Run 1, routing congestion:
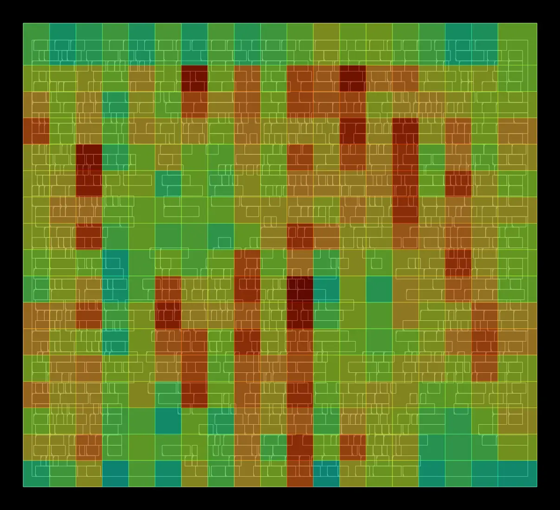
Run 1, a small window of the routed layout:
Scale bar: 5 um. Region (57, 75) to (77, 95) um. Cells in grey, sequential cells in the stronger grey; small squares are vias.
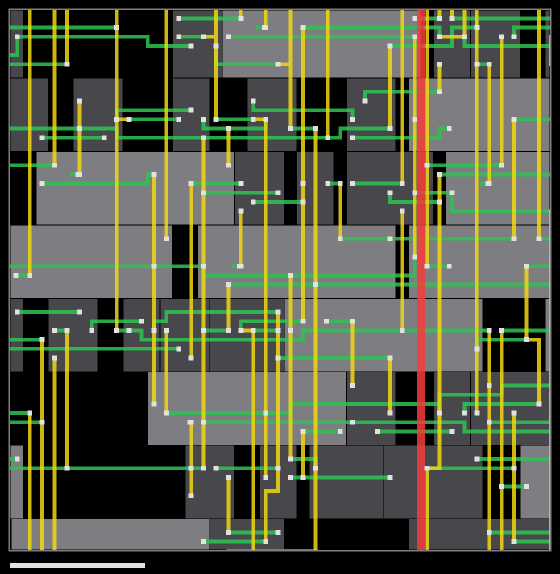
Run 1, sequential cells grouped by signal name:
Scale bar: 50 um. Other sequential cells in the stronger grey, the rest of the logic in the fainter grey.
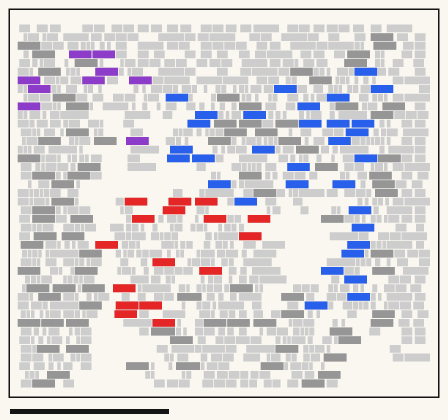
`src/rtl/wb_interconnect_n.sv`:
```
// Single-master Wishbone interconnect fanning out to NUM_SLAVES slaves, with
// slave-index decode, a per-transfer timeout and a saturating error counter.
module wb_interconnect_n #(
  parameter int unsigned    NUM_SLAVES = 4,
  parameter int unsigned    DW         = 32,
  parameter int unsigned    SLV_AW     = 9,
  parameter int unsigned    IDX_LSB    = 16,
  parameter int unsigned    IDX_WD     = 3,
  parameter int unsigned    TIMEOUT    = 255,
  parameter logic [DW-1:0]  ERR_DATA   = DW'(32'hDEAD_BEEF)
) (
  input  logic                     clk_i,
  input  logic                     rst,
  input  logic                     m_wb_cyc_i,
  input  logic                     m_wb_stb_i,
  input  logic                     m_wb_we_i,
  input  logic [31:0]              m_wb_adr_i,
  input  logic [DW-1:0]            m_wb_dat_i,
  input  logic [DW/8-1:0]          m_wb_sel_i,
  output logic [DW-1:0]            m_wb_dat_o,
  output logic                     m_wb_ack_o,
  output logic                     m_wb_err_o,
  output logic [NUM_SLAVES-1:0]    s_wb_cyc_o,
  output logic [NUM_SLAVES-1:0]    s_wb_stb_o,
  output logic                     s_wb_we_o,
  output logic [SLV_AW-1:0]        s_wb_adr_o,
  output logic [DW-1:0]            s_wb_dat_o,
  output logic [DW/8-1:0]          s_wb_sel_o,
  input  logic [NUM_SLAVES*DW-1:0] s_wb_dat_i,
  input  logic [NUM_SLAVES-1:0]    s_wb_ack_i,
  output logic [7:0]               err_cnt_o
);

  typedef enum logic [1:0] {IDLE, BUSY, RESP} state_t;

  localparam logic [IDX_WD:0] NS_LIM  = (IDX_WD+1)'(NUM_SLAVES);
  localparam logic [15:0]     TO_LAST = 16'(TIMEOUT - 1);

  state_t            state, state_nx;
  logic [IDX_WD-1:0] idx;
  logic [IDX_WD-1:0] req_idx;
  logic [DW-1:0]     rdata;
  logic [DW-1:0]     sel_dat;
  logic [15:0]       cnt;
  logic              err_flag;
  logic              req;
  logic              idx_ok;
  logic              sel_ack;
  logic              timeout_hit;
  logic              unused_adr;

  assign req_idx     = m_wb_adr_i[IDX_LSB +: IDX_WD];
  assign idx_ok      = {1'b0, req_idx} < NS_LIM;
  // The ack is registered one cycle after RESP, so a classic master still
  // holding stb in that cycle must not be taken as a fresh request.
  assign req         = m_wb_cyc_i && m_wb_stb_i && !m_wb_ack_o;
  assign timeout_hit = (cnt == TO_LAST);
  assign unused_adr  = &{1'b0, m_wb_adr_i};
  assign s_wb_stb_o  = s_wb_cyc_o;

  always_comb begin
    sel_ack    = 1'b0;
    sel_dat    = '0;
    s_wb_cyc_o = '0;
    for (int unsigned k = 0; k < NUM_SLAVES; k++) begin
      if (idx == IDX_WD'(k)) begin
        sel_ack       = s_wb_ack_i[k];
        sel_dat       = s_wb_dat_i[k*DW +: DW];
        s_wb_cyc_o[k] = (state == BUSY);
      end
    end
  end

  always_ff @(posedge clk_i) begin
    if (rst) state <= IDLE;
    else     state <= state_nx;
  end

  always_comb begin
    state_nx = state;
    case (state)
      IDLE: if (req) state_nx = idx_ok ? BUSY : RESP;
      BUSY: begin
        if (!m_wb_cyc_i)                state_nx = IDLE;
        else if (sel_ack || timeout_hit) state_nx = RESP;
      end
      RESP:    state_nx = IDLE;
      default: state_nx = IDLE;
    endcase
  end

  always_ff @(posedge clk_i) begin
    if (rst) begin
      m_wb_ack_o <= 1'b0;
      m_wb_err_o <= 1'b0;
      m_wb_dat_o <= '0;
      s_wb_we_o  <= 1'b0;
      s_wb_adr_o <= '0;
      s_wb_dat_o <= '0;
      s_wb_sel_o <= '0;
      idx        <= '0;
      rdata      <= '0;
      err_flag   <= 1'b0;
      cnt        <= '0;
      err_cnt_o  <= '0;
    end else begin
      m_wb_ack_o <= 1'b0;
      m_wb_err_o <= 1'b0;
      case (state)
        IDLE: begin
          if (req) begin
            s_wb_we_o  <= m_wb_we_i;
            s_wb_adr_o <= m_wb_adr_i[SLV_AW-1:0];
            s_wb_dat_o <= m_wb_dat_i;
            s_wb_sel_o <= m_wb_sel_i;
            idx        <= req_idx;
            err_flag   <= !idx_ok;
            cnt        <= '0;
          end
        end
        BUSY: begin
          if (m_wb_cyc_i) begin
            // A slave ack in the timeout cycle wins over the timeout.
            if (sel_ack) begin
              rdata    <= sel_dat;
              err_flag <= 1'b0;
            end else if (timeout_hit) begin
              err_flag <= 1'b1;
            end else begin
              cnt <= cnt + 16'd1;
            end
          end
        end
        RESP: begin
          m_wb_ack_o <= 1'b1;
          m_wb_err_o <= err_flag;
          m_wb_dat_o <= err_flag ? ERR_DATA : rdata;
          if (err_flag && err_cnt_o != 8'hFF) err_cnt_o <= err_cnt_o + 8'd1;
        end
        default: ;
      endcase
    end
  end

endmodule

```
`config.mk`:
```
export PLATFORM = sky130hd
export DESIGN_NAME = wb_interconnect_n
export DESIGN_NICKNAME = d
export VERILOG_FILES = /design/src/rtl/wb_interconnect_n.sv
export SDC_FILE = /design/constraint.sdc
export NUM_CORES = 1
export LEC_CHECK = 0
export CAP_MARGIN = 5
export CORE_ASPECT_RATIO = 0.9
export CORE_MARGIN = 2
export CORE_UTILIZATION = 42
export CTS_BUF_LIST = sky130_fd_sc_hd__clkbuf_16
export CTS_CLUSTER_DIAMETER = 30
export DETAILED_ROUTE_END_ITERATION = 8
export PLACE_DENSITY = 0.82
export SETUP_SLACK_MARGIN = 0.1
export SLEW_MARGIN = 20
export SYNTH_ARGS = -nofsm -noshare
export SYNTH_HDL_FRONTEND = slang
export SYNTH_SLANG_ARGS = --single-unit
```
`constraint.sdc`:
```
create_clock -name clk_i -period 2.3 [get_ports clk_i]
set_input_delay 0.345 -clock clk_i [delete_from_list [all_inputs] [get_ports clk_i]]
set_output_delay 0.345 -clock clk_i [all_outputs]
set_load 0.05 [all_outputs]
```
==> results_slide.txt, run 1 <==
Synthesis and Place & Route Summary

Yosys
  • Number of enable flip-flop cells: 0
  • Synth area leader: dfxtp_1
  • Post-synth top area share: 0.442
  • Floorplan net count: 936
  • YS chip area: 6430 um2
  • Ys Warns: 0
  • Synth unique cells: 51
  • Flops after synth: 142
  • Async SR Flop Fraction: 0
  • Post-synth top flop: dfxtp_1

Worst setup path
  • Arr. time, crit path: 1.71 ns
  • Crit Path Class: flip-flop to output port
  • Critical path buffer and inverter count: 1
  • Critical Path RT: 1.96 ns
  • Crit-path max cell delay: 0.85 ns
  • Crit path max fanout: 6
  • Crit path launch type: flip-flop
  • Endpoint class of the critical path: output port

Final layout
  • Antenna diodes: 0
  • Cell area after layout: 10000 um2
  • P&R area growth vs syn: 56.1%
  • Top cell excl fill/tap: clkdlybuf4s50_1
  • Fraction of final layout cells sized beyond drive strength 1: 0.110

Flow run
  • OpenROAD warning count: 48
  • Max_cap viols: 0

Drt
  • Final wirelength: 20400 um
  • Vias per cell: 5.27
  • M1 WL: 8250 um
  • DR DRC count: 0
  • DR iter-0 viols: 305
  • Pre-antenna DRT Iters: 4

STA
  • Clock Skew: 0.00870 ns
  • Final setup vio count: 0
  • RSZ-0062 raised after global routing: false
  • Fmax: 0.487 GHz
  • Final worst slack: 0.248 ns
  • Final period util: 0.892
  • Final Hold Viols: 0
  • Hold slack: 0.170 ns
  • Worst-Margin Slew: 0.814 ns
  • Max Slew Vio Count: 0

Clocking
  • TritonCTS clock tree: yes
  • H-tree levels: 4
  • # clock sinks: 142
  • Worst skew pair latency: 0.41 ns
  • CTS root buf: clkbuf_16
  • Reg clk slew, reported paths: 0.06 ns
  • Hold-fix buffers, CTS: 0

Placement
  • Place WS: 0.0919 ns
  • IO Port Bufs: 280
  • Placed instance area: 9460 um2
  • Gp weighted congestion: 0.832

Floorplanning
  • Core Util at FP: 0.434
  • Row count: 42
  • IO Count: 301
  • Die height: 121 um
  • Die area: 16300 um2

Power and ir drop
  • Power per cell area: 627 nW/um2
  • P_leak: 3.41 nW

Global routing
  • Vias in the first global route: 6249
  • First-pass GRT wire length: 31700 um
  • Initial antenna violation count: 0
  • Remaining Overflow, GRT: 0
  • GRT Util Overall: 0.247
  • Largest net degree at the start of global routing: 80

Run status
  • Status: finished clean

Worst hold path
  • Worst hold path type: primary input to flip-flop
Back to the opening pictures, 'routing congestion':
final core area utilization: 0.677
Routed WL per cell: 17.0 um
met2 Usage GRT: 0.427
grt met3 use: 0.0844
busiest grt layer: met2

Back to the opening pictures, 'a small window of the routed layout':
layer	colour
metal 2	yellow
metal 1	green
metal 4	red
netlist names of flops here include	m_wb_dat_o (6), rdata (3)
most frequent	dfxtp_1 (9), a21oi_1 (5), nor3_1 (5)
cells with their middle in the window	30
sequential cells in the window	9

Back to the opening pictures, 'sequential cells grouped by signal name':
netlist name	colour	sequential cells
s_wb_adr_o	purple	9
cnt	red	16
rdata	blue	32
not coloured	85
Register Area: 2850 um2
sequential cell area share: 0.284
sequential power: 0.00257 W

==> run 1: kinds of logic (layout without fill, tap and decap cells) <==
family / after synthesis / after routing / synth area share
fa+ha+maj: 3 / 3 / 0.00584
simple gates: 343 / 343 / 0.260
xor+xnor: 7 / 7 / 0.00954
buf+inv: 67 / 340 / 0.0448
compound gates: 131 / 131 / 0.121
mux: 35 / 35 / 0.117
flops: 142 / 142 / 0.442
==> run 1: power by group <==
part           internal [W]  switching, W
logic              0.000556      0.000543
clock network       0.00143       0.00119
registers           0.00253     0.0000399
total               0.00452       0.00177
==> run 1: through the flow <==
stage	TNS, ns	util	cells	power [W]
2_1_floorplan	-0.444	-	728	0.00316
3_3_place_gp	0	0.638	1167	0.00370
3_5_place_dp	0	0.638	1167	0.00372
4_1_cts	0	0.677	1199	0.00635
5_1_grt	0	0.677	1199	0.00652
6_report	0	0.677	1199	0.00629
==> run 1: final timing paths <==
path | start | slack, ns | end | cells after the start
worst max-delay path | err_cnt_o[0] | 0.25 | err_cnt_o[0] | 1
worst min register to register | s_wb_dat_o[3] | 0.45 | s_wb_dat_o[3] | 2
worst min-delay path | rst | 0.17 | state[0] | 2
worst max register to register | idx[1] | 0.29 | cnt[9] | 5
==> run 1: per-layer routing <==
metal  vias to the layer above  global-route usage
li1                       3100                   -
met1                      2952               0.286
met2                       240               0.427
met3                        29              0.0844
met4                         0              0.0836
met5                         -                   0
==> run 1: registers in the layout, summed over array words and instances, names as in the netlist, 2 cells and up <==
name,cells
m_wb_dat_o,32
rdata,32
s_wb_dat_o,32
cnt,16
s_wb_adr_o,9
err_cnt_o,8
s_wb_sel_o,4
idx,3
state,2
==> run 1: cell type report <==
type | count | area (um2) | area share
clock inverter | 15 | 141 | 0.0141
multi-input combinational | 519 | 3350 | 0.334
sequential | 142 | 2850 | 0.284
clock buffer | 17 | 425 | 0.0424
tap | 198 | 248 | 0.0247
timing repair buffer | 301 | 3000 | 0.299
inverter | 7 | 26.3 | 0.00262
==> run 1: timing repair <==
action | 4_1_cts | 5_1_grt
setup endpoints to repair | 2 | 4
endpoints found under the hold margin | 0 | 0
resized | 2 | 1
gates cloned | 0 | 0
==> run 1: synthesized netlist by cell type, types with 3 or more instances <==
master and n:
nand4_1 7, nand2b_1 8, nor4_1 6, nor3_1 60, or3b_1 32, o31ai_1 3, nand3_1 9, mux2i_1 3
clkbuf_1 45, a31oi_1 3, mux4_2 32, nor2_1 41, nand3b_1 8, dfxtp_1 142, buf_2 8, inv_1 6
ha_1 3, a21oi_1 96, o211ai_1 4, buf_4 7, xnor2_1 5, nand2_1 158, o311ai_1 3
Run 1, signal wires by layer:
Scale bar: 50 um.
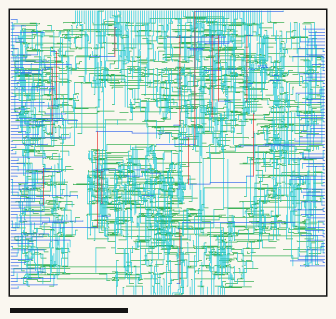

--- run 2 (diff from run 1) ---
--- a/config.mk
+++ b/config.mk
@@ -12,6 +12,7 @@
 export CTS_BUF_LIST = sky130_fd_sc_hd__clkbuf_16
 export CTS_CLUSTER_DIAMETER = 30
 export DETAILED_ROUTE_END_ITERATION = 8
+export MAX_ROUTING_LAYER = met4
 export PLACE_DENSITY = 0.82
 export SETUP_SLACK_MARGIN = 0.1
 export SLEW_MARGIN = 20
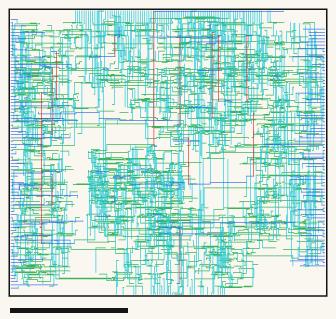
Run 2: signal wires by layer
Scale bar: 50 um.
layer	colour	wire length
metal 1	green	8490 um
metal 2	cyan	9980 um
metal 3	blue	1570 um
metal 4	red	391 um
GRT Util Overall: 0.254
final wirelength: 20400 um
Routed WL per cell: 17.0 um
via count: 6389

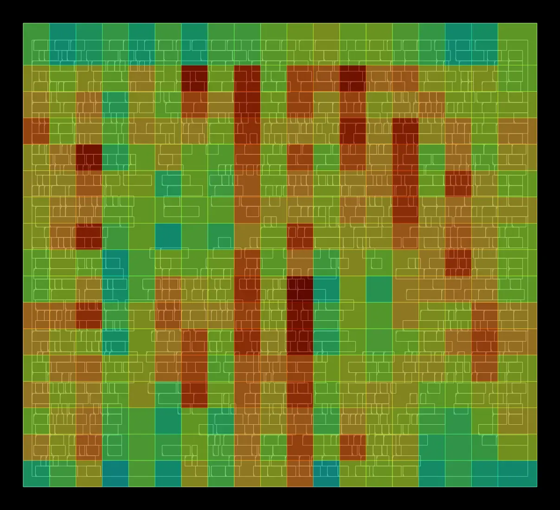
Run 2: routing congestion
grt met3 use: 0.0714
GR Layer Usage met1: 0.296
met2 Usage GRT: 0.428

==> run 2 against run 1 <==
Effect of this change: largest power group unchanged; critical path type unchanged; largest cell class unchanged; total power is essentially flat; register-to-register slack is essentially flat; core utilization is the same; sequential share of layout area is the same; maximum frequency shrank 0.11%; combinational power is essentially flat; via count up 1.1%; non-clock buffer count did not move.
==> results_slide.txt, run 2 <==
Synthesis and Place & Route Summary

Yosys
  • Synth area leader: dfxtp_1
  • Async SR Flop Fraction: 0
  • YS chip area: 6430 um2
  • Number of enable flip-flop cells: 0
  • Mapped Cells: 728
  • Synth unique cells: 51
  • Post-synth top area share: 0.442
  • Top post-synthesis cells by count: nand2_1, dfxtp_1, a21oi_1
  • Floorplan net count: 936
  • Most common cell in the netlist: nand2_1
  • Flops after synth: 142
  • Post-synth top flop: dfxtp_1
  • Ys Warns: 0

STA
  • Clock Skew: 0.00836 ns
  • Fmax: 0.487 GHz
  • Max Slew Vio Count: 0
  • Final setup vio count: 0
  • Final period util: 0.893
  • Worst-Margin Slew: 0.818 ns
  • RSZ-0062 raised after global routing: false
  • Hold slack: 0.160 ns
  • Setup TNS: 0 ns
  • Final Hold Viols: 0

Global routing
  • Remaining Overflow, GRT: 0
  • Largest net degree at the start of global routing: 80
  • Initial antenna violation count: 0
  • First-pass GRT wire length: 31600 um
  • Vias in the first global route: 6255

Final layout
  • Biggest registers after layout: m_wb_dat_o x32, rdata x32, s_wb_dat_o x32
  • Antenna diodes: 0
  • Comb area: 3350 um2
  • Fraction of final layout cells sized beyond drive strength 1: 0.110
  • Top cell excl fill/tap: clkdlybuf4s50_1
  • P&R area growth vs syn: 56.1%
  • Register Area: 2850 um2

Clocking
  • Reg clk slew, reported paths: 0.06 ns
  • CTS root buf: clkbuf_16
  • TritonCTS clock tree: yes
  • Worst skew pair latency: 0.42 ns
  • Hold-fix buffers, CTS: 0
  • # clock sinks: 142
  • H-tree levels: 4

Worst hold path
  • Worst hold path type: primary input to flip-flop

Worst setup path
  • Endpoint class of the critical path: output port
  • Critical Path RT: 1.96 ns
  • Crit path launch type: flip-flop
  • Arr. time, crit path: 1.71 ns
  • Crit path max fanout: 36
  • Crit Path Class: flip-flop to output port

Drt
  • Pre-antenna DRT Iters: 5
  • DR DRC count: 0
  • Vias per cell: 5.33
  • DR iter-0 viols: 315

Power and ir drop
  • Sw power: 0.00177 W
  • P_leak: 3.41 nW
  • Power per cell area: 627 nW/um2
  • Reg power frac: 0.408
  • Clock power share: 0.417
  • Gate power share: 0.175
  • Pint: 0.00452 W
  • Switching portion of total power: 0.282

Floorplanning
  • Core Util at FP: 0.434
  • Row count: 42
  • Die height: 121 um
  • IO Count: 301
  • Die area: 16300 um2

Placement
  • IO Port Bufs: 280
  • Gp weighted congestion: 0.845

Flow run
  • OpenROAD warning count: 48

Run status
  • Status: finished clean
==> run 2: cell counts after synthesis <==
Identical to the previous run, type by type.
==> run 2: worst paths after layout <==
kind	slack (ns)	to	start	cells past startpoint
max	0.25	s_wb_stb_o[1]	idx[0]	3
min	0.16	state[0]	rst	2
max reg2reg	0.30	cnt[9]	idx[1]	5
min reg2reg	0.45	s_wb_dat_o[3]	s_wb_dat_o[3]	2
==> run 2: final cells by class <==
class,count,area share
multi-input combinational,519,0.334
timing repair buffer,301,0.299
sequential,142,0.284
clock buffer,17,0.0424
tap,198,0.0247
clock inverter,15,0.0141
inverter,7,0.00262
==> run 2: cells by family after synthesis <==
family | Yosys count | synth area share
simple gates | 343 | 0.260
flops | 142 | 0.442
compound gates | 131 | 0.121
buf+inv | 67 | 0.0448
mux | 35 | 0.117
xor+xnor | 7 | 0.00954
fa+ha+maj | 3 | 0.00584
==> run 2: critical path, stage by stage, from the launching register on <==
cell and delay (ns):
dfxtp_2 0.37, buf_12 0.28, nor4b_4 0.36, buf_4 0.27
==> run 2: stage by stage <==
stage | util | power (W) | instances | setup WS, ns | instance area [um2]
finish | 0.677 | 0.00629 | 1199 | 0.246 | 10000
global route | 0.677 | 0.00652 | 1199 | 0.132 | 10000
CTS | 0.677 | 0.00635 | 1199 | 0.154 | 10000
detailed placement | 0.638 | 0.00372 | 1167 | 0.0919 | 9460
global placement | 0.638 | 0.00370 | 1167 | 0.150 | 9460
floorplan | - | 0.00316 | 728 | -0.169 | 6460
==> run 2: metal layers <==
| layer | vias up | global-route usage | share of wire |
|---|---|---|---|
| li1 | 3105 | - | - |
| met1 | 2991 | 0.296 | 0.42 |
| met2 | 264 | 0.428 | 0.49 |
| met3 | 29 | 0.0714 | 0.077 |
| met4 | 0 | 0.0816 | 0.019 |
| met5 | - | - | 0 |
==> run 2: timing repair <==
action	CTS	global route
hold endpoints to repair	0	0
buffers inserted	0	0
pin swaps	0	0
resized	2	1
setup endpoints to repair	2	4
==> run 2: power groups by stage <==
stage	Sequential (W)	Combinational [W]	Clock, W
final	0.00257	0.00110	0.00262
after detailed placement	0.00262	0.00109	0
after CTS	0.00257	0.00110	0.00268
after floorplan	0.00281	0.000354	0
after global placement	0.00262	0.00108	0
after global routing	0.00257	0.00117	0.00278
Run 2, a small window of the routed layout:
Scale bar: 5 um. Region (57, 75) to (77, 95) um. Cells in grey, sequential cells in the stronger grey; small squares are vias.
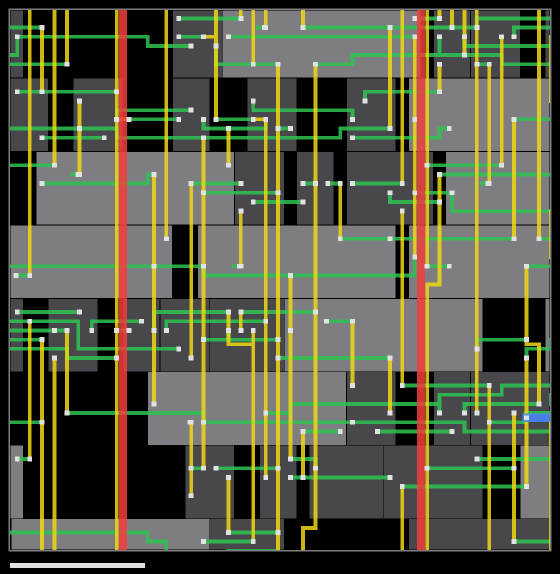

--- run 3 (diff from run 2) ---
--- a/config.mk
+++ b/config.mk
@@ -8,12 +8,12 @@
 export CAP_MARGIN = 5
 export CORE_ASPECT_RATIO = 0.9
 export CORE_MARGIN = 2
-export CORE_UTILIZATION = 42
+export CORE_UTILIZATION = 38
 export CTS_BUF_LIST = sky130_fd_sc_hd__clkbuf_16
 export CTS_CLUSTER_DIAMETER = 30
 export DETAILED_ROUTE_END_ITERATION = 8
 export MAX_ROUTING_LAYER = met4
-export PLACE_DENSITY = 0.82
+export PLACE_DENSITY = 0.78
 export SETUP_SLACK_MARGIN = 0.1
 export SLEW_MARGIN = 20
 export SYNTH_ARGS = -nofsm -noshare
==> constraint.sdc (replaced) <==
create_clock -name clk_i -period 1.8 [get_ports clk_i]
set_input_delay 0.27 -clock clk_i [delete_from_list [all_inputs] [get_ports clk_i]]
set_output_delay 0.27 -clock clk_i [all_outputs]
set_load 0.05 [all_outputs]
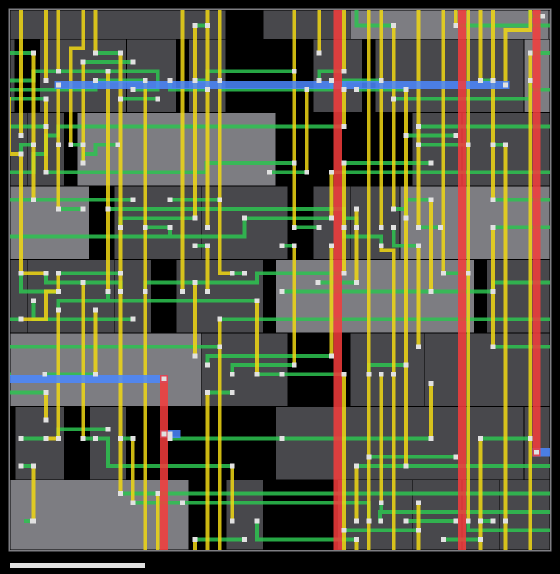
Run 3: a small window of the routed layout
Scale bar: 5 um. Region (61, 79) to (81, 99) um. Cells in grey, sequential cells in the stronger grey; small squares are vias.
layer	colour
metal 2	yellow
metal 3	blue
metal 4	red
metal 1	green
most frequent	nand2_1 (7), dfxtp_1 (5), a21oi_1 (4)
cells with their middle in the window	30
netlist names of flops here include	rdata (3), m_wb_dat_o (2)
sequential cells in the window	5

==> run 3 against run 2 <==
Effect of this change: the flow now finishes with violations (setup timing); register-to-register slack worse by 0.33 ns; combinational power up 48%; non-clock buffer count up 64; setup slack worse by 0.30 ns; first-iteration DRC count increased by 23%; critical endpoint is now s_wb_stb_o[3]; synthesized cell count did not move; wire length up 13%; sequential power up 28%; critical path depth rose by 1; worst hold slack improved by 0.16 ns; total power up 35%; final area increased by 12%.
==> results_slide.txt, run 3 <==
Synthesis and Place & Route Summary

STA
  • Fmax: 0.541 GHz
  • Final worst slack: -0.0500 ns
  • Final Hold Viols: 0
  • Setup TNS: -0.396 ns
  • Final period util: 1.03
  • RSZ-0062 raised after global routing: true
  • Max Slew Vio Count: 0
  • Final setup vio count: 20

Yosys
  • Post-synth top area share: 0.442
  • Flops after synth: 142
  • Async SR Flop Fraction: 0
  • Post-synth top flop: dfxtp_1
  • Number of enable flip-flop cells: 0
  • Most common cell in the netlist: nand2_1
  • Floorplan net count: 936

Worst setup path
  • Crit path launch type: flip-flop
  • Crit Path Class: flip-flop to output port
  • Setup slack, reg-to-reg: -0.03 ns
  • Crit path max fanout: 6
  • Worst path most repeated cell: buf_12
  • Worst setup startpoint: idx[1]

Placement
  • IO Port Bufs: 280
  • Placed insts: 1215
  • Gp weighted congestion: 0.844

Flow run
  • Max_cap viols: 0
  • OpenROAD warning count: 52

Drt
  • Top sig layer: met4
  • Vias per cell: 5.36
  • Met2 wire len: 11300 um
  • DR iter-0 viols: 386
  • Via count: 6843
  • Final wirelength: 23000 um
  • Pre-antenna DRT Iters: 5
  • DR DRC count: 0
  • Routed WL per cell: 18.0 um
  • M1 WL: 9430 um

Final layout
  • Top cell excl fill/tap: clkdlybuf4s50_1
  • Antenna diodes: 0
  • P&R area growth vs syn: 75.1%
  • Final std cells w/o fill: 1276
  • Fraction of final layout cells sized beyond drive strength 1: 0.252

Clocking
  • CTS root buf: clkbuf_16
  • Reg clk slew, reported paths: 0.06 ns
  • # clock sinks: 142

Run status
  • Failing checks: setup timing
  • Status: complete, but fails checks

Global routing
  • GRT Util Overall: 0.256
  • Vias in the first global route: 6726
  • First-pass GRT wire length: 35100 um

Worst hold path
  • Hold depth: 3

Power and ir drop
  • Power per cell area: 753 nW/um2

Floorplanning
  • Die area: 18000 um2
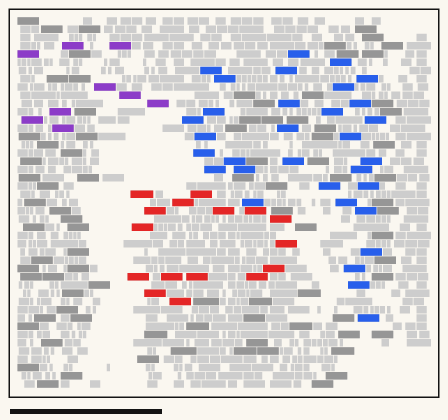
Run 3: sequential cells grouped by signal name
Scale bar: 50 um. Other sequential cells in the stronger grey, the rest of the logic in the fainter grey.
netlist name	colour	sequential cells
rdata	blue	32
cnt	red	16
s_wb_adr_o	purple	9
Register Area: 2860 um2
sequential cell area share: 0.254
sequential power: 0.00328 W
final core area utilization: 0.673

run 3: cell types whose count changed in the layout (fill, tap and decap cells not counted), sizes merged, moves of 3 or more:
cell and change:
clkdlybuf4s50 -88, buf +98, bufbuf +3, dlygate4sd2 +51
clkinvlp -3, clkinv +4
run 3: worst max-delay path, delay by kind of cell (launching register included):
family	cells	cell delay, ns
buf+inv	3	0.45
flops	1	0.42
simple gates	1	0.28
run 3: cell type report:
cell class | count | area, um2 | share of cell area
tap | 211 | 264 | 0.0235
multi-input combinational | 519 | 3780 | 0.336
clock buffer | 17 | 425 | 0.0378
inverter | 7 | 26.3 | 0.00233
timing repair buffer | 365 | 3720 | 0.331
clock inverter | 15 | 174 | 0.0154
sequential | 142 | 2860 | 0.254
run 3: repair_timing:
item,CTS,global route
cloned,5,0
setup buffers,21,4
endpoints found under the setup margin,104,108
pin swaps,24,28
resized,103,51
run 3: through the flow:
step | total power (W) | area (um2) | utilization | setup slack, ns
floorplan | 0.00406 | 6580 | - | -0.0689
global placement | 0.00481 | 9860 | 0.590 | -0.208
detailed placement | 0.00483 | 9860 | 0.590 | -0.284
CTS | 0.00848 | 11000 | 0.658 | -0.0692
global route | 0.00875 | 11300 | 0.673 | -0.104
finish | 0.00848 | 11300 | 0.673 | -0.0500
run 3: worst min path at each step:
stage                    from             end  slack [ns]
2_1_floorplan  m_wb_adr_i[17]          idx[1]        0.40
3_3_place_gp   m_wb_dat_o[20]  m_wb_dat_o[20]        0.44
5_1_grt        m_wb_dat_i[27]  s_wb_dat_o[27]        0.39
3_5_place_dp   m_wb_dat_o[17]  m_wb_dat_o[17]        0.45
6_report                  rst    err_cnt_o[2]        0.32
4_1_cts                   rst         cnt[15]        0.34
run 3: layer usage:
metal | up-vias | GRT usage
li1 | 3229 | -
met5 | - | -
met3 | 33 | 0.0675
met2 | 275 | 0.431
met4 | 0 | 0.0929
met1 | 3306 | 0.296
run 3: cell families after synthesis:
family | count (synthesis) | share of synthesized area
AOI/OAI and AO/OA | 131 | 0.121
xor gates and xnor gates | 7 | 0.00954
adders and majority gates | 3 | 0.00584
buffers and inverters | 67 | 0.0448
DFF | 142 | 0.442
muxes | 35 | 0.117
and+or+nand+nor | 343 | 0.260
run 3: report_power, final:
part           switching (W)  internal (W)  total, W  leakage [nW]
clock network        0.00160       0.00198   0.00358         0.291
registers          0.0000517       0.00323   0.00328          1.16
logic               0.000793      0.000833   0.00163          2.81
total                0.00244       0.00604   0.00848          4.26
Power is estimated from default activity; no workload was simulated.
